cell_density.png
The bar under the picture is 100 um long. The die is cut into 26 by 26 equal tiles; dark blue is low, red is high, 0 to 100% covered.
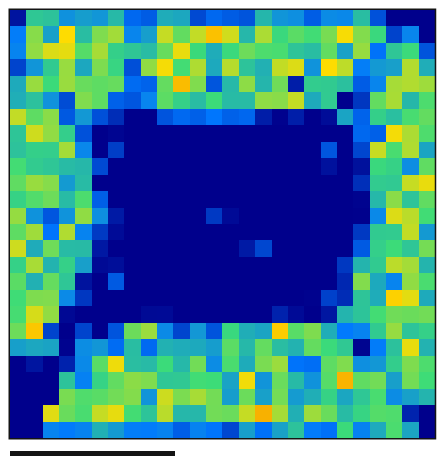
layer_met2.png
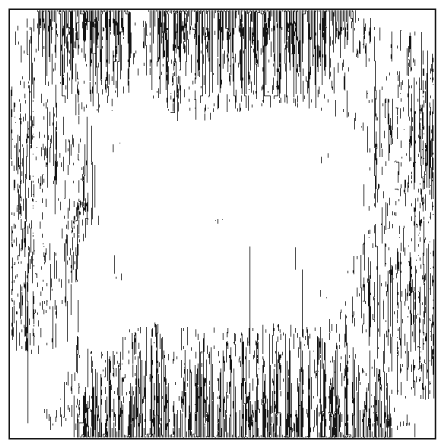
layer_met4.png
Cells faint in the background.
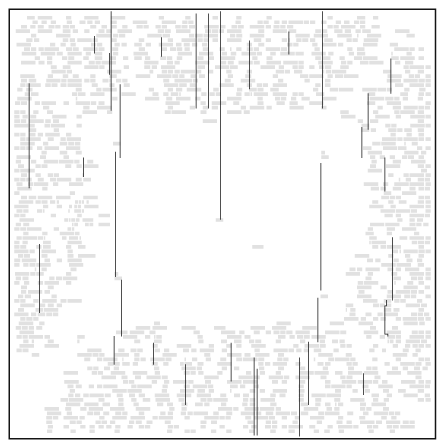
layer_met1.png
Cells faint in the background.
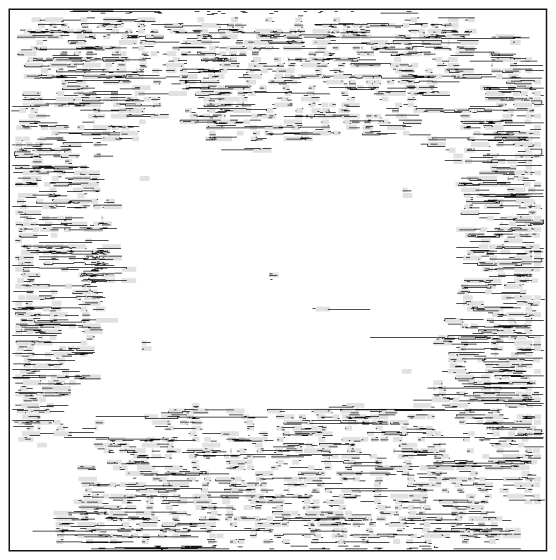
congestion.png
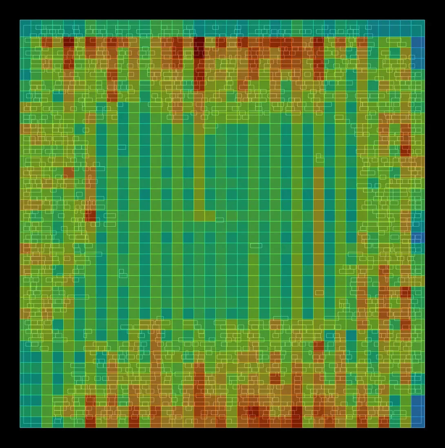
==> src/rtl/neuron_layer_sched_if.sv <==
// rtl/neuron_layer_sched_if.sv - input-vector and result-stream handshakes of the layer scheduler
// The master side is the producer of activation vectors and consumer of layer results.
interface neuron_layer_sched_if #(
  parameter int WIDTH = 32,
  parameter int IDX_W = 2
);
  logic                    in_valid;
  logic                    in_ready;
  logic signed [WIDTH-1:0] in_a_1;
  logic signed [WIDTH-1:0] in_a_2;
  logic signed [WIDTH-1:0] in_a_3;
  logic                    out_valid;
  logic                    out_ready;
  logic signed [WIDTH-1:0] out_data;
  logic [IDX_W-1:0]        out_idx;
  logic                    out_last;

  modport master (
    output in_valid, in_a_1, in_a_2, in_a_3, out_ready,
    input  in_ready, out_valid, out_data, out_idx, out_last
  );

  modport slave (
    input  in_valid, in_a_1, in_a_2, in_a_3, out_ready,
    output in_ready, out_valid, out_data, out_idx, out_last
  );
endinterface

==> src/rtl/neuron_layer_sched.sv <==
// rtl/neuron_layer_sched.sv - time-multiplexes one shared 3-input neuron across a layer
// Outputs are registered or decoded from state/idx only; no input reaches an output combinationally.
module neuron_layer_sched #(
  parameter int WIDTH       = 32,
  parameter int NUM_NEURONS = 4,
  parameter int IDX_W       = 2
) (
  input  logic                    clk,
  input  logic                    rst_n,
  neuron_layer_sched_if.slave     bus,
  output logic                    wb_rd_en,
  output logic [IDX_W-1:0]        wb_addr,
  input  logic signed [WIDTH-1:0] wb_w_1,
  input  logic signed [WIDTH-1:0] wb_w_2,
  input  logic signed [WIDTH-1:0] wb_w_3,
  input  logic signed [WIDTH-1:0] wb_b_1,
  input  logic signed [WIDTH-1:0] wb_b_2,
  input  logic signed [WIDTH-1:0] wb_b_3,
  output logic signed [WIDTH-1:0] n_a_1,
  output logic signed [WIDTH-1:0] n_a_2,
  output logic signed [WIDTH-1:0] n_a_3,
  output logic signed [WIDTH-1:0] n_w_1,
  output logic signed [WIDTH-1:0] n_w_2,
  output logic signed [WIDTH-1:0] n_w_3,
  output logic signed [WIDTH-1:0] n_b_1,
  output logic signed [WIDTH-1:0] n_b_2,
  output logic signed [WIDTH-1:0] n_b_3,
  input  logic signed [WIDTH-1:0] n_y,
  output logic                    busy
);
  localparam logic [2:0] S_IDLE  = 3'd0;
  localparam logic [2:0] S_FETCH = 3'd1;
  localparam logic [2:0] S_LOAD  = 3'd2;
  localparam logic [2:0] S_EVAL  = 3'd3;
  localparam logic [2:0] S_EMIT  = 3'd4;
  localparam logic [IDX_W-1:0] LAST_IDX = IDX_W'(NUM_NEURONS - 1);

  logic [2:0]              r_state;
  logic [IDX_W-1:0]        r_idx;
  logic signed [WIDTH-1:0] r_a_1, r_a_2, r_a_3;
  logic signed [WIDTH-1:0] r_w_1, r_w_2, r_w_3;
  logic signed [WIDTH-1:0] r_b_1, r_b_2, r_b_3;
  logic signed [WIDTH-1:0] r_out_data;
  logic [IDX_W-1:0]        r_out_idx;
  logic                    w_accept;
  logic                    w_last;

  assign w_accept = (r_state == S_IDLE) && bus.in_valid;
  assign w_last   = (r_idx == LAST_IDX);

  always_ff @(posedge clk or negedge rst_n) begin
    if (!rst_n) begin
      r_state <= S_IDLE;
      r_idx   <= '0;
    end else begin
      case (r_state)
        S_IDLE: begin
          if (bus.in_valid) begin
            r_idx   <= '0;
            r_state <= S_FETCH;
          end
        end
        S_FETCH: r_state <= S_LOAD;
        S_LOAD:  r_state <= S_EVAL;
        S_EVAL:  r_state <= S_EMIT;
        S_EMIT: begin
          // idx stays on the last neuron after the layer; it is cleared on the next accept
          if (bus.out_ready) begin
            if (w_last) begin
              r_state <= S_IDLE;
            end else begin
              r_idx   <= r_idx + 1'b1;
              r_state <= S_FETCH;
            end
          end
        end
        default: r_state <= S_IDLE;
      endcase
    end
  end

  always_ff @(posedge clk or negedge rst_n) begin
    if (!rst_n) begin
      r_a_1      <= '0;
      r_a_2      <= '0;
      r_a_3      <= '0;
      r_w_1      <= '0;
      r_w_2      <= '0;
      r_w_3      <= '0;
      r_b_1      <= '0;
      r_b_2      <= '0;
      r_b_3      <= '0;
      r_out_data <= '0;
      r_out_idx  <= '0;
    end else begin
      if (w_accept) begin
        r_a_1 <= bus.in_a_1;
        r_a_2 <= bus.in_a_2;
        r_a_3 <= bus.in_a_3;
      end
      // parameter memory has one cycle of read latency, so LOAD sees the FETCH address's data
      if (r_state == S_LOAD) begin
        r_w_1 <= wb_w_1;
        r_w_2 <= wb_w_2;
        r_w_3 <= wb_w_3;
        r_b_1 <= wb_b_1;
        r_b_2 <= wb_b_2;
        r_b_3 <= wb_b_3;
      end
      if (r_state == S_EVAL) begin
        r_out_data <= n_y;
        r_out_idx  <= r_idx;
      end
    end
  end

  assign bus.in_ready  = (r_state == S_IDLE);
  assign bus.out_valid = (r_state == S_EMIT);
  assign bus.out_data  = r_out_data;
  assign bus.out_idx   = r_out_idx;
  assign bus.out_last  = (r_state == S_EMIT) && w_last;
  assign wb_rd_en      = (r_state == S_FETCH);
  assign wb_addr       = r_idx;
  assign busy          = (r_state != S_IDLE);
  assign n_a_1 = r_a_1;
  assign n_a_2 = r_a_2;
  assign n_a_3 = r_a_3;
  assign n_w_1 = r_w_1;
  assign n_w_2 = r_w_2;
  assign n_w_3 = r_w_3;
  assign n_b_1 = r_b_1;
  assign n_b_2 = r_b_2;
  assign n_b_3 = r_b_3;
endmodule

==> src/flat_wrapper.sv <==
// flat-port wrapper written by rule: the top's interface ports become plain ports
module neuron_layer_sched_flat 
#(
  parameter int WIDTH       = 32,
  parameter int NUM_NEURONS = 4,
  parameter int IDX_W       = 2
)
  (clk, rst_n, wb_rd_en, wb_addr, wb_w_1, wb_w_2, wb_w_3, wb_b_1, wb_b_2, wb_b_3, n_a_1, n_a_2, n_a_3, n_w_1, n_w_2, n_w_3, n_b_1, n_b_2, n_b_3, n_y, busy, bus_in_valid, bus_in_a_1, bus_in_a_2, bus_in_a_3, bus_out_ready, bus_in_ready, bus_out_valid, bus_out_data, bus_out_idx, bus_out_last);
  neuron_layer_sched_if #(.WIDTH(WIDTH), .IDX_W(IDX_W)) bus_i ();
  input  logic clk;
  input  logic rst_n;
  output logic wb_rd_en;
  output logic [IDX_W-1:0] wb_addr;
  input  logic signed [WIDTH-1:0] wb_w_1;
  input  logic signed [WIDTH-1:0] wb_w_2;
  input  logic signed [WIDTH-1:0] wb_w_3;
  input  logic signed [WIDTH-1:0] wb_b_1;
  input  logic signed [WIDTH-1:0] wb_b_2;
  input  logic signed [WIDTH-1:0] wb_b_3;
  output logic signed [WIDTH-1:0] n_a_1;
  output logic signed [WIDTH-1:0] n_a_2;
  output logic signed [WIDTH-1:0] n_a_3;
  output logic signed [WIDTH-1:0] n_w_1;
  output logic signed [WIDTH-1:0] n_w_2;
  output logic signed [WIDTH-1:0] n_w_3;
  output logic signed [WIDTH-1:0] n_b_1;
  output logic signed [WIDTH-1:0] n_b_2;
  output logic signed [WIDTH-1:0] n_b_3;
  input  logic signed [WIDTH-1:0] n_y;
  output logic busy;
  input wire logic [$bits(bus_i.in_valid)-1:0] bus_in_valid;
  input wire logic [$bits(bus_i.in_a_1)-1:0] bus_in_a_1;
  input wire logic [$bits(bus_i.in_a_2)-1:0] bus_in_a_2;
  input wire logic [$bits(bus_i.in_a_3)-1:0] bus_in_a_3;
  input wire logic [$bits(bus_i.out_ready)-1:0] bus_out_ready;
  output wire logic [$bits(bus_i.in_ready)-1:0] bus_in_ready;
  output wire logic [$bits(bus_i.out_valid)-1:0] bus_out_valid;
  output wire logic [$bits(bus_i.out_data)-1:0] bus_out_data;
  output wire logic [$bits(bus_i.out_idx)-1:0] bus_out_idx;
  output wire logic [$bits(bus_i.out_last)-1:0] bus_out_last;
  assign bus_i.in_valid = bus_in_valid;
  assign bus_i.in_a_1 = bus_in_a_1;
  assign bus_i.in_a_2 = bus_in_a_2;
  assign bus_i.in_a_3 = bus_in_a_3;
  assign bus_i.out_ready = bus_out_ready;
  assign bus_in_ready = bus_i.in_ready;
  assign bus_out_valid = bus_i.out_valid;
  assign bus_out_data = bus_i.out_data;
  assign bus_out_idx = bus_i.out_idx;
  assign bus_out_last = bus_i.out_last;
  neuron_layer_sched #(.WIDTH(WIDTH), .NUM_NEURONS(NUM_NEURONS), .IDX_W(IDX_W)) u_core (.clk(clk), .rst_n(rst_n), .bus(bus_i), .wb_rd_en(wb_rd_en), .wb_addr(wb_addr), .wb_w_1(wb_w_1), .wb_w_2(wb_w_2), .wb_w_3(wb_w_3), .wb_b_1(wb_b_1), .wb_b_2(wb_b_2), .wb_b_3(wb_b_3), .n_a_1(n_a_1), .n_a_2(n_a_2), .n_a_3(n_a_3), .n_w_1(n_w_1), .n_w_2(n_w_2), .n_w_3(n_w_3), .n_b_1(n_b_1), .n_b_2(n_b_2), .n_b_3(n_b_3), .n_y(n_y), .busy(busy));
endmodule
==> config.mk <==
export PLATFORM = sky130hd
export DESIGN_NAME = neuron_layer_sched_flat
export DESIGN_NICKNAME = d
export VERILOG_FILES = /design/src/rtl/neuron_layer_sched_if.sv /design/src/rtl/neuron_layer_sched.sv /design/src/flat_wrapper.sv
export SDC_FILE = /design/constraint.sdc
export NUM_CORES = 1
export LEC_CHECK = 0
export CAP_MARGIN = 30
export CORE_AREA = 2 2 255 257
export CTS_BUF_LIST = sky130_fd_sc_hd__clkbuf_8
export DETAILED_ROUTE_END_ITERATION = 10
export DIE_AREA = 0 0 257 259
export HOLD_SLACK_MARGIN = 0.02
export PLACE_DENSITY = 0.48
export SLEW_MARGIN = 20
export SYNTH_ARGS = -nofsm -noshare
export SYNTH_HDL_FRONTEND = slang
export SYNTH_SLANG_ARGS = --single-unit
==> constraint.sdc <==
create_clock -name clk -period 4.1 [get_ports clk]
set_input_delay 0.41 -clock clk [delete_from_list [all_inputs] [get_ports clk]]
set_output_delay 0.41 -clock clk [all_outputs]
set_load 0.02 [all_outputs]
==> summary.txt <==
run metrics: status=complete, no violations, synthesized netlist cell count=715, share of Yosys cell area claimed by the top area cell type=65.57%, wire length on met1=14,610 um, DRC violation count after routing=0, overflow left after global routing=0, net count after synthesis=1,040, first-pass GRT wire length=61,540 um, setup violators final=0, number of signal-net buffers in the layout=663, clk ins delay skew pair=0.62 ns, critical path class=flop to output pin, tally of nets with antenna violations remaining after routing=0, Synth Area in Adders=0.1003%, Crit path max-delay family=buffers and inverters, net count reported at finish=1,728, number of setup buffers added after CTS=0, worst clock skew=0.01995 ns, inverter count=2, Slowest-stage cell, CP=sky130_fd_sc_hd__clkdlybuf4s50_1, dominant cell by count in the synthesized netlist=sky130_fd_sc_hd__dfrtp_1, clock network area share=5.672%, count of multi-input gates=348, origin of the worst min-delay path=wb_b_2[0], Crit path required time=3.69 ns, cell types occupying the most area after synthesis=sky130_fd_sc_hd__dfrtp_1 66%, sky130_fd_sc_hd__mux2_2 25%, sky130_fd_sc_hd__mux2_4 4.8%, number of enable flip-flop cells=0, ratio of cells with drive above 1 in the final layout=28.79%, Critical Path Source Type=flop, via density per instance=3.754, FFs w/ async S/R, synth=100.0%, area enclosed by the die boundary=66,560 um2, Worst Path Max Fanout=10, Final Max Slew Viols=0, vias in the first global route=9,643, sequential cell area in the final layout=8183 um2, pwr dens=875.7 nW/um2
Notes on cell_density.png above:
- mean over tiles: 30%
- tiles over 75% full: 1.0%
- fullest tile: 80%
- emptiest ninth of the die: center
- nearly empty tiles: 29%
core box area: 63,880 um2
final core utilization: 33.05%

Notes on layer_met2.png above:
- longest straight run: 96.2 um
- main direction: vertical
- nets with wire on the layer: 1,618

Notes on layer_met4.png above:
- share of all routed wire: 2.9%
- longest straight run: 126 um
- main direction: vertical

Notes on layer_met1.png above:
- longest straight run: 85.1 um
- share of all routed wire: 35%
- main direction: horizontal
Via Count: 8,650
final wirelength: 41,490 um
met1 Usage GRT: 12.23%

Notes on congestion.png above:
met2 track demand over resource: 22.41%
total routing usage reported by global routing: 12.05%
most used routing layer in global routing: met2
routed length per placed instance: 18.01 um
met3 Usage GRT: 4.296%

-- registers in the layout, indices dropped and copies added, names as in the netlist --
register	cells
u_core.n_w_3	32
u_core.wb_addr	2
u_core.n_a_2	32
u_core.n_b_1	32
u_core.bus.out_idx	2
u_core.n_a_1	32
u_core.n_b_3	32
u_core.bus.out_data	32
u_core.n_a_3	32
u_core.n_w_2	32
u_core.n_b_2	32
u_core.n_w_1	32
u_core.r_state	3
-- per-stage QoR --
step                util, %  cells  instance area [um2]
finish                33.05   2304                21110
global route          33.04   2303                21110
CTS                   33.03   2300                21100
detailed placement    31.14   2194                19890
global placement      31.14   2194                19890
floorplan                 -    715                12480
-- report_power, final --
group,switching [mW],internal [mW]
logic,4.36,5.18
registers,0.894,4.92
clock network,1.39,1.73
total,6.65,11.8
-- how the worst max path moves through the flow --
stage / startpoint / end / slack [ns]
6_report: u_core.r_state[1]$_DFFE_PN0P_ / bus_out_last / 1.49
5_1_grt: u_core.r_state[1]$_DFFE_PN0P_ / bus_out_valid / 1.24
4_1_cts: u_core.r_state[0]$_DFFE_PN0P_ / bus_out_last / 1.39
3_5_place_dp: bus_in_valid / u_core.n_a_3[0]$_DFFE_PN0P_ / 1.68
3_3_place_gp: bus_in_valid / u_core.n_a_2[29]$_DFFE_PN0P_ / 1.69
2_1_floorplan: u_core.r_state[0]$_DFFE_PN0P_ / u_core.n_a_1[20]$_DFFE_PN0P_ / 2.32
-- logic make-up (layout without fill, tap and decap cells) --
group | after synthesis | in the layout
AOI/OAI and AO/OA | 5 | 5
xor gates and xnor gates | 1 | 1
adders and majority gates | 1 | 1
buffers and inverters | 40 | 770
DFF | 327 | 327
muxes | 322 | 322
other | 0 | 4
and+or+nand+nor | 19 | 19
Power and IR drop assume default switching activity.
